**src/rtl/replicate_pkg.sv**
```systemverilog
// Shared constants, state encoding and widths for the replicate / dereplicate datapaths.
package replicate_pkg;

    localparam int unsigned FIELD_W = 2;
    localparam int unsigned REP     = 3;
    localparam int unsigned DIV_W   = 4;
    localparam int unsigned DW      = FIELD_W * REP;
    localparam int unsigned ACC_W   = DW + DIV_W + 1;
    localparam int unsigned STEP_W  = $clog2(DIV_W);

    typedef enum logic [1:0] {
        StIdle,
        StMul,
        StCheck,
        StDone
    } state_e;

endpackage

```
**src/rtl/slice_compare.sv**
```systemverilog
// Combinational check that every FIELD_W slice of a dividend equals slice 0.
module slice_compare
    import replicate_pkg::*;
(
    input  logic [DW-1:0] data_i,
    output logic          all_eq_o
);

    always_comb begin
        all_eq_o = 1'b1;
        for (int i = 1; i < REP; i++) begin
            if (data_i[i*FIELD_W +: FIELD_W] != data_i[FIELD_W-1:0]) begin
                all_eq_o = 1'b0;
            end
        end
    end

endmodule

```
**src/rtl/dereplicate.sv**
```systemverilog
// Rebuilds quot*divisor+rem with a shift-add multiplier and recovers the replicated field.
// Optional DEREPLICATE_REMCHK_EN flags remainders not smaller than a non-zero divisor.
module dereplicate
    import replicate_pkg::*;
(
    input  logic               clk,
    input  logic               rst,
    input  logic               in_valid,
    output logic               in_ready,
    input  logic [DW-1:0]      quot,
    input  logic [DIV_W-1:0]   rem,
    input  logic [DIV_W-1:0]   divisor,
    output logic               out_valid,
    input  logic               out_ready,
    output logic [FIELD_W-1:0] field,
    output logic               pattern_ok,
    output logic               overflow,
`ifdef DEREPLICATE_REMCHK_EN
    output logic               rem_err,
`endif
    output logic               div_zero
);

    state_e              state_q;
    logic [ACC_W-1:0]    acc_q;
    logic [DW-1:0]       quot_q;
    logic [DIV_W-1:0]    div_q;
    logic [STEP_W-1:0]   step_q;
    logic                in_ready_q;
    logic                out_valid_q;
    logic [FIELD_W-1:0]  field_q;
    logic                pattern_ok_q;
    logic                overflow_q;
    logic                div_zero_q;

    logic all_eq;
    logic overflow_c;
    logic div_zero_c;
    logic rem_bad_c;

    slice_compare u_slice_compare (
        .data_i   (acc_q[DW-1:0]),
        .all_eq_o (all_eq)
    );

    assign overflow_c = |acc_q[ACC_W-1:DW];
    assign div_zero_c = (div_q == '0);

`ifdef DEREPLICATE_REMCHK_EN
    logic [DIV_W-1:0] rem_q;
    logic             rem_err_q;
    assign rem_bad_c = !div_zero_c && (rem_q >= div_q);
    assign rem_err   = rem_err_q;
`else
    assign rem_bad_c = 1'b0;
`endif

    always_ff @(posedge clk) begin
        if (rst) begin
            state_q      <= StIdle;
            acc_q        <= '0;
            quot_q       <= '0;
            div_q        <= '0;
            step_q       <= '0;
            in_ready_q   <= 1'b1;
            out_valid_q  <= 1'b0;
            field_q      <= '0;
            pattern_ok_q <= 1'b0;
            overflow_q   <= 1'b0;
            div_zero_q   <= 1'b0;
`ifdef DEREPLICATE_REMCHK_EN
            rem_q        <= '0;
            rem_err_q    <= 1'b0;
`endif
        end else begin
            unique case (state_q)
                StIdle: begin
                    if (in_valid) begin
                        quot_q     <= quot;
                        div_q      <= divisor;
                        acc_q      <= ACC_W'(rem);
                        step_q     <= '0;
                        in_ready_q <= 1'b0;
                        state_q    <= StMul;
`ifdef DEREPLICATE_REMCHK_EN
                        rem_q      <= rem;
`endif
                    end
                end
                StMul: begin
                    if (div_q[step_q]) begin
                        acc_q <= acc_q + (ACC_W'(quot_q) << step_q);
                    end
                    step_q <= step_q + 1'b1;
                    if (step_q == STEP_W'(DIV_W - 1)) begin
                        state_q <= StCheck;
                    end
                end
                StCheck: begin
                    field_q      <= acc_q[FIELD_W-1:0];
                    overflow_q   <= overflow_c;
                    div_zero_q   <= div_zero_c;
                    pattern_ok_q <= all_eq && !overflow_c && !div_zero_c && !rem_bad_c;
`ifdef DEREPLICATE_REMCHK_EN
                    rem_err_q    <= rem_bad_c;
`endif
                    state_q      <= StDone;
                end
                StDone: begin
                    // out_valid is a registered view of DONE, so it rises one edge after entry
                    if (!out_valid_q) begin
                        out_valid_q <= 1'b1;
                    end else if (out_ready) begin
                        out_valid_q <= 1'b0;
                        in_ready_q  <= 1'b1;
                        state_q     <= StIdle;
                    end
                end
                default: state_q <= StIdle;
            endcase
        end
    end

    assign in_ready   = in_ready_q;
    assign out_valid  = out_valid_q;
    assign field      = field_q;
    assign pattern_ok = pattern_ok_q;
    assign overflow   = overflow_q;
    assign div_zero   = div_zero_q;

endmodule

```
**config.mk**
```make
export PLATFORM = sky130hd
export DESIGN_NAME = dereplicate
export DESIGN_NICKNAME = d
export VERILOG_FILES = /design/src/rtl/replicate_pkg.sv /design/src/rtl/slice_compare.sv /design/src/rtl/dereplicate.sv
export SDC_FILE = /design/constraint.sdc
export NUM_CORES = 1
export LEC_CHECK = 0
export CORE_MARGIN = 1
export CORE_UTILIZATION = 40
export DETAILED_ROUTE_END_ITERATION = 12
export GPL_TIMING_DRIVEN = 0
export SYNTH_ARGS = -nofsm -noshare
export SYNTH_HDL_FRONTEND = slang
export SYNTH_SLANG_ARGS = --single-unit
```
**constraint.sdc**
```tcl
create_clock -name clk -period 5.8 [get_ports clk]
set_clock_uncertainty 0.15 [all_clocks]
set_input_delay 1.16 -clock clk [delete_from_list [all_inputs] [get_ports clk]]
set_output_delay 1.16 -clock clk [all_outputs]
set_load 0.01 [all_outputs]
```
==> run notes <==
flow finished, numbers: outcome completed, DR WL met2 1848 microns, WS Path Type flip-flop to flip-flop, nature of the critical path startpoint flip-flop, P&R area growth vs syn 21.01%, core area 4414 sq um, Basic Gates by Area 0.2203, number of non-clock buffers 33, Fill cells 442, insertion delay at the late pin of the worst-skew pair 0.28 ns, max_cap viols 0, top sig layer met4, CP max-delay cell dfxtp_1, logic gate share of total power 0.414, Mapped Avg Cell Area 8.267 sq um, P_comb 335 uW, die width 70.04 microns, crit-path cells buf_1 > mux2i_1 > or2_2 > fa_1 > nand2b_1 > a211oi_1 > o21ai_0 > a211oi_1 > mux2i_1, met3 wire length 182 microns, crit end category flip-flop, Signal inverters 8, most common cell in the synthesized netlist dfxtp_1, Seq share, synth 0.3459, final setup margin 2.655 ns, ys async rst share 0, height of the die 70.04 microns, HP Class flip-flop to flip-flop, Post-synth mux share 0.08311, met2 usage 0.2970, gr usage total 0.1876, Top Ports 25, yosys synthesis chip area 1852 sq um, hpwl dp 3156 microns, seq pwr 293 uW, R2R Setup Slk 2.65 ns, final period utilization 0.5423, Comb gate area 1141 sq um, Clock Path Buffers 2, Top logic family simple AND/OR/NAND/NOR gates, clock power share 0.224, family with the most delay on the worst path AND-OR/OR-AND gates, sw power 314.5 uW, yosys adder share 0.1054, top flop regs acc_q (11), quot_q (6), div_q (4), Worst Max-Slew Pin Slew 0.6740 ns, FF-to-FF path depth 9, DRC viols 0, hold_sp div_q[3], initial antenna violation count 0, R2R Path Start step_q[0], EDFF count, synth 0, Remaining Overflow, GRT 0, placed inst area 2147 sq um, Max Slew Vio Count 0, sw frac 0.3888, Final ANT Viol Nets 0
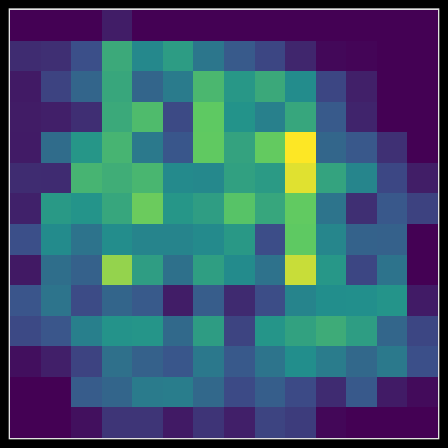
Fig. 1. Routed metal per tile.
14 x 14 tiles, from dark purple (low) to yellow (high), scaled to the fullest tile. Values are wire area over tile area, all layers added.
mean over tiles: 0.13
densest ninth of the die: center
fullest tile: 0.43
nearly empty tiles: 16%
emptiest ninth of the die: upper right
tiles over half the peak: 25%

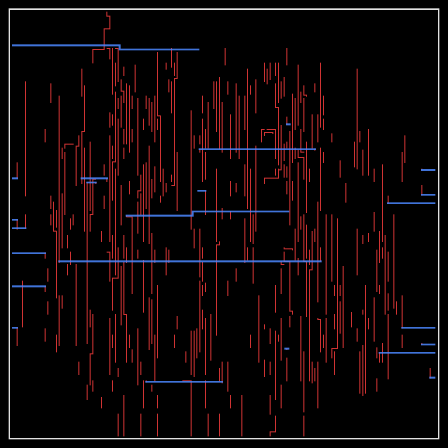
Fig. 2. Routed metal, one color a layer.
Two of the layers only.
legend:
  metal 2:
    color: red
    wire_length: 1,850 microns
  metal 3:
    color: blue
    wire_length: 183 microns

No activity file was given, so power comes from the tool's default toggle rates.
